Figure 1. Track usage over the die.
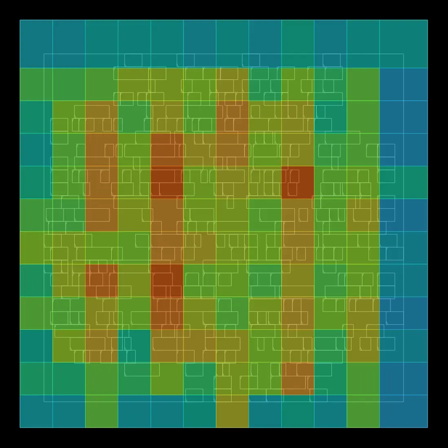
Figure 2. Placed cells, one color a class.
(6 px per micron) Fill, decap, tap and diode cells in gray.
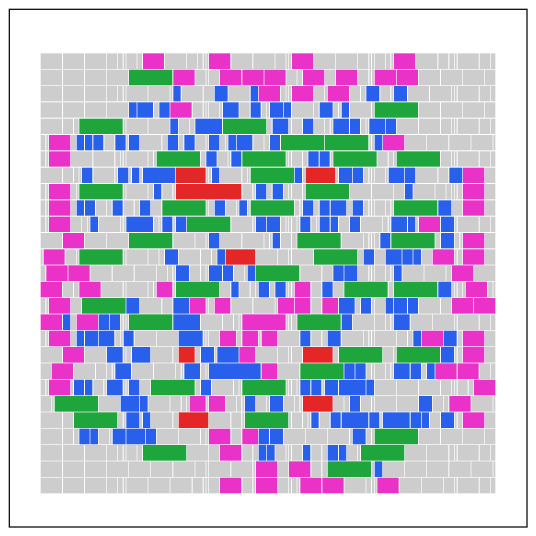
`config.mk`:
```
export PLATFORM = sky130hd
export DESIGN_NAME = hyperbus_ca_serializer_flat
export DESIGN_NICKNAME = d
export VERILOG_FILES = /design/src/rtl/hyperbus_ca_serializer_pkg.sv /design/src/rtl/hyperbus_ca_if.sv /design/src/rtl/hyperbus_ca_serializer.sv /design/src/flat_wrapper.sv
export SDC_FILE = /design/constraint.sdc
export NUM_CORES = 1
export LEC_CHECK = 0
export CAP_MARGIN = 30
export CORE_MARGIN = 5
export CORE_UTILIZATION = 34
export CTS_BUF_LIST = sky130_fd_sc_hd__clkbuf_2 sky130_fd_sc_hd__clkbuf_4 sky130_fd_sc_hd__clkbuf_8
export CTS_CLUSTER_SIZE = 24
export DETAILED_ROUTE_END_ITERATION = 16
export SYNTH_ARGS = -nofsm -noshare
export SYNTH_HDL_FRONTEND = slang
export SYNTH_SLANG_ARGS = --single-unit
```
`constraint.sdc`:
```
create_clock -name clk_i -period 2.6 [get_ports clk_i]
set_clock_uncertainty 0.1 [all_clocks]
set_input_delay 0.52 -clock clk_i [delete_from_list [all_inputs] [get_ports clk_i]]
set_output_delay 0.52 -clock clk_i [all_outputs]
set_load 0.02 [all_outputs]
```
`src/rtl/hyperbus_ca_serializer_pkg.sv`:
```
// hyperbus_pkg: CA word layout constants, serializer state encoding and the CA word builder
package hyperbus_pkg;
    localparam int CA_W = 48;
    localparam int CA_RW_BIT = 47;
    localparam int CA_AS_BIT = 46;
    localparam int CA_BT_BIT = 45;
    typedef enum logic [1:0] {IDLE = 2'd0, SHIFT = 2'd1, WAIT_DONE = 2'd2} ca_state_e;
    function automatic logic [CA_W-1:0] build_ca(input logic rw, input logic asp, input logic bt, input logic [31:0] addr);
        logic [CA_W-1:0] ca;
        ca = '0;
        ca[CA_RW_BIT] = rw;
        ca[CA_AS_BIT] = asp;
        ca[CA_BT_BIT] = bt;
        ca[44:16] = addr[31:3];
        ca[2:0] = addr[2:0];
        return ca;
    endfunction
endpackage

```
`src/rtl/hyperbus_ca_if.sv`:
```
// hyperbus_ca_if: request handshake, PHY beat stream, chip selects and txn control; slave = serializer, master = controller/PHY side
interface hyperbus_ca_if #(parameter int BUS_W = 8, parameter int NUM_CS = 2);
    localparam int BEAT_W = 2 * BUS_W;
    localparam int CS_SEL_W = NUM_CS > 1 ? $clog2(NUM_CS) : 1;
    logic req_valid_i;
    logic req_ready_o;
    logic rw_i;
    logic address_space_i;
    logic burst_type_i;
    logic [31:0] address_i;
    logic [CS_SEL_W-1:0] cs_sel_i;
    logic ca_valid_o;
    logic ca_ready_i;
    logic [BEAT_W-1:0] ca_data_o;
    logic ca_last_o;
    logic [NUM_CS-1:0] cs_o;
    logic txn_done_i;
    logic abort_i;
    logic busy_o;
    modport slave (
        input req_valid_i, rw_i, address_space_i, burst_type_i, address_i, cs_sel_i, ca_ready_i, txn_done_i, abort_i,
        output req_ready_o, ca_valid_o, ca_data_o, ca_last_o, cs_o, busy_o
    );
    modport master (
        output req_valid_i, rw_i, address_space_i, burst_type_i, address_i, cs_sel_i, ca_ready_i, txn_done_i, abort_i,
        input req_ready_o, ca_valid_o, ca_data_o, ca_last_o, cs_o, busy_o
    );
endinterface

```
`src/rtl/hyperbus_ca_serializer.sv`:
```
// hyperbus_ca_serializer: accepts a request (clk_i, rst_i, bus), builds the 48-bit CA word, streams it MSB-first as PHY beats and holds one-hot CS until done/abort
module hyperbus_ca_serializer
    import hyperbus_pkg::*;
#(
    parameter int BUS_W = 8,
    parameter int NUM_CS = 2
) (
    input logic clk_i,
    input logic rst_i,
    hyperbus_ca_if.slave bus
);
    localparam int BEAT_W = 2 * BUS_W;
    localparam int NUM_BEATS = (CA_W + BEAT_W - 1) / BEAT_W;
    localparam int SH_W = NUM_BEATS * BEAT_W;
    localparam int CNT_W = $clog2(NUM_BEATS);
    localparam int CS_SEL_W = NUM_CS > 1 ? $clog2(NUM_CS) : 1;
    localparam logic [1:0] ST_IDLE = IDLE;
    localparam logic [1:0] ST_SHIFT = SHIFT;
    localparam logic [1:0] ST_WAIT = WAIT_DONE;
    logic [1:0] state;
    logic [CNT_W-1:0] beat_cnt;
    logic [SH_W-1:0] sh;
    logic [NUM_CS-1:0] cs;
    logic [CS_SEL_W-1:0] sel;
    logic accept, last, active;
    assign active = state != ST_IDLE;
    assign accept = bus.req_ready_o && bus.req_valid_i;
    assign last = beat_cnt == CNT_W'(NUM_BEATS - 1);
    assign sel = {1'b0, bus.cs_sel_i} < (CS_SEL_W + 1)'(NUM_CS) ? bus.cs_sel_i : '0;
    always_comb begin
        bus.req_ready_o = state == ST_IDLE && !rst_i;
        bus.ca_valid_o = state == ST_SHIFT;
        bus.ca_last_o = state == ST_SHIFT && last;
        bus.ca_data_o = state == ST_SHIFT ? sh[SH_W-1 -: BEAT_W] : '0;
        bus.cs_o = cs;
        bus.busy_o = active;
    end
    always_ff @(posedge clk_i) begin
        if (rst_i) begin
            state <= ST_IDLE;
            beat_cnt <= '0;
            sh <= '0;
            cs <= '0;
        end else if (active && bus.abort_i) begin
            state <= ST_IDLE;
            beat_cnt <= '0;
            cs <= '0;
        end else if (accept) begin
            state <= ST_SHIFT;
            beat_cnt <= '0;
            sh <= SH_W'(build_ca(bus.rw_i, bus.address_space_i, bus.burst_type_i, bus.address_i)) << (SH_W - CA_W);
            cs <= NUM_CS'(1) << sel;
        end else if (state == ST_SHIFT && bus.ca_ready_i) begin
            state <= last ? ST_WAIT : ST_SHIFT;
            beat_cnt <= last ? '0 : beat_cnt + CNT_W'(1);
            sh <= sh << BEAT_W;
        end else if (state == ST_WAIT && bus.txn_done_i) begin
            state <= ST_IDLE;
            cs <= '0;
        end
    end
endmodule

```
`src/flat_wrapper.sv`:
```
// flat-port wrapper written by rule: the top's interface ports become plain ports
module hyperbus_ca_serializer_flat import hyperbus_pkg::*;
#(
    parameter int BUS_W = 8,
    parameter int NUM_CS = 2
)
  (clk_i, rst_i, bus_req_valid_i, bus_rw_i, bus_address_space_i, bus_burst_type_i, bus_address_i, bus_cs_sel_i, bus_ca_ready_i, bus_txn_done_i, bus_abort_i, bus_req_ready_o, bus_ca_valid_o, bus_ca_data_o, bus_ca_last_o, bus_cs_o, bus_busy_o);
  hyperbus_ca_if #(.BUS_W(BUS_W), .NUM_CS(NUM_CS)) bus_i ();
  input logic clk_i;
  input logic rst_i;
  input wire logic [$bits(bus_i.req_valid_i)-1:0] bus_req_valid_i;
  input wire logic [$bits(bus_i.rw_i)-1:0] bus_rw_i;
  input wire logic [$bits(bus_i.address_space_i)-1:0] bus_address_space_i;
  input wire logic [$bits(bus_i.burst_type_i)-1:0] bus_burst_type_i;
  input wire logic [$bits(bus_i.address_i)-1:0] bus_address_i;
  input wire logic [$bits(bus_i.cs_sel_i)-1:0] bus_cs_sel_i;
  input wire logic [$bits(bus_i.ca_ready_i)-1:0] bus_ca_ready_i;
  input wire logic [$bits(bus_i.txn_done_i)-1:0] bus_txn_done_i;
  input wire logic [$bits(bus_i.abort_i)-1:0] bus_abort_i;
  output wire logic [$bits(bus_i.req_ready_o)-1:0] bus_req_ready_o;
  output wire logic [$bits(bus_i.ca_valid_o)-1:0] bus_ca_valid_o;
  output wire logic [$bits(bus_i.ca_data_o)-1:0] bus_ca_data_o;
  output wire logic [$bits(bus_i.ca_last_o)-1:0] bus_ca_last_o;
  output wire logic [$bits(bus_i.cs_o)-1:0] bus_cs_o;
  output wire logic [$bits(bus_i.busy_o)-1:0] bus_busy_o;
  assign bus_i.req_valid_i = bus_req_valid_i;
  assign bus_i.rw_i = bus_rw_i;
  assign bus_i.address_space_i = bus_address_space_i;
  assign bus_i.burst_type_i = bus_burst_type_i;
  assign bus_i.address_i = bus_address_i;
  assign bus_i.cs_sel_i = bus_cs_sel_i;
  assign bus_i.ca_ready_i = bus_ca_ready_i;
  assign bus_i.txn_done_i = bus_txn_done_i;
  assign bus_i.abort_i = bus_abort_i;
  assign bus_req_ready_o = bus_i.req_ready_o;
  assign bus_ca_valid_o = bus_i.ca_valid_o;
  assign bus_ca_data_o = bus_i.ca_data_o;
  assign bus_ca_last_o = bus_i.ca_last_o;
  assign bus_cs_o = bus_i.cs_o;
  assign bus_busy_o = bus_i.busy_o;
  hyperbus_ca_serializer #(.BUS_W(BUS_W), .NUM_CS(NUM_CS)) u_core (.clk_i(clk_i), .rst_i(rst_i), .bus(bus_i));
endmodule
```
==> flow_summary_export.csv <==
group,metric,value,unit
outcome,status,"finished, final reports clean",
final_layout,drive_above_1_share,10.3,%
routing,via_per_inst,4.87,
global_route,antenna_found_initial,0,
synth,syn_area,1970,sq um
global_route,overflow,0,
clock_network,holdBufCountCts,0,
setup_path,reg2reg_from,"u_core.state[1]$_SDFFE_PP0P_",
synth,synth_top_cell_by_area,"dfxtp_1",
floorplanning,fp_util,35.3,%
sta,min_period,2440,ps
floorplanning,die_width,86.0,microns
clock_network,ctsResizeCount,0,
synth,synth_top_area_share,41.8,%
job,tool_warnings,26,
synth,yosys-top-cells-area,"dfxtp_1 42%, nand2_1 7.8%, o21ai_0 7.1%, and2_1 5.1%, a211oi_1 5.0%",
routing,drc,0,
setup_path,crit_required,1980,ps
placed_design,place.gp.congestion,0.781,
clock_network,cts_tree,"done",
clock_network,clk-insertion-delay-late,290,ps
final_layout,flop_area,821,sq um
pwr,finalPower,1.50,mW
synth,synth_flop_count,41,
clock_network,numClockSinks,41,
synth,synthArstFlopShare,0,%
clock_network,cts_buffer_depth,2,
sta,min_period_over_period,93.8,%
clock_network,htreeDepth,2,
global_route,grt_pass1_vias,1724,
final_layout,logic_area,1000,sq um
floorplanning,rows,27,
placed_design,dpl_worst_slack,235,ps
floorplanning,pin_count,64,
Back to the opening pictures, Figure 1:
routed len/inst: 13.6 microns
M3 GR Usage: 3.94%

Back to the opening pictures, Figure 2:
| class | color | cells | share of their area |
|---|---|---|---|
| remaining logic cells | blue | 174 | 37% |
| remaining buffers and delay cells | magenta | 79 | 28% |
| registers | green | 41 | 30% |
| clock drivers and dummy loads | red | 8 | 4.4% |

[layout by cell type, fill, tap and decap left out, drive strengths merged, types with 12 or more instances in the layout]
| master | instances |
|---|---|
| a211oi | 18 |
| a21oi | 12 |
| and2 | 16 |
| buf | 16 |
| clkdlybuf4s50 | 63 |
| dfxtp | 41 |
| nand2 | 41 |
| nand2b | 12 |
| nor3 | 19 |
| o21ai | 29 |
[worst max-delay path: cells and delay by family, from the launching register on]
kind          cells  cell delay, ps
buf+inv           2             780
flops             1             390
simple gates      2             350
[final cells by class]
type,count,share of cell area (%)
clock buffer,6,2.96
clock inverter,2,1.34
multi-input combinational,174,35.8
sequential,41,29.4
tap,72,3.22
timing repair buffer,79,27.3
[logic make-up after synthesis]
kind of cell / after synthesis / synth area share (%)
flip-flops: 41 / 41.8
buffers and inverters: 21 / 7.38
AND/OR/NAND/NOR: 111 / 30.2
AND-OR/OR-AND: 63 / 20.6
[worst paths after layout]
path | end | slack (ps) | cells past startpoint
setup / recovery | bus_ca_data_o[9] | 160 | 4
hold / removal | u_core.bus.cs_o[1]$_SDFFE_PP0P_ | 350 | 2
setup reg to reg | u_core.sh[16]$_SDFFE_PP0P_ | 850 | 5
hold reg to reg | u_core.bus.cs_o[1]$_SDFFE_PP0P_ | 350 | 2
[flip-flops by register name (all words and copies together), names as in the netlist]
signal,count
u_core.beat_cnt,2
u_core.bus.cs_o,2
u_core.sh,35
u_core.state,2
[where the power goes]
part	leakage [nW]	internal (mW)	switching (mW)
clock	0.0574	0.312	0.229
combinational	0.590	0.146	0.126
sequential	0.336	0.669	0.0187
total	0.984	1.13	0.374
[per-stage QoR]
stage                     std cells  hold slack, ps
final                           374             354
after global routing            374             394
after CTS                       374             362
after detailed placement        366             345
after global placement          366             345
after floorplan                 236             345
[per-layer routing]
layer / part of all wire [%] / vias up
li1: - / 951
met3: 6.1 / 5
met5: 0 / -
met1: 50 / 812
met2: 42 / 53
met4: 1.3 / 0
No activity file was given, so power comes from the tool's default toggle rates.
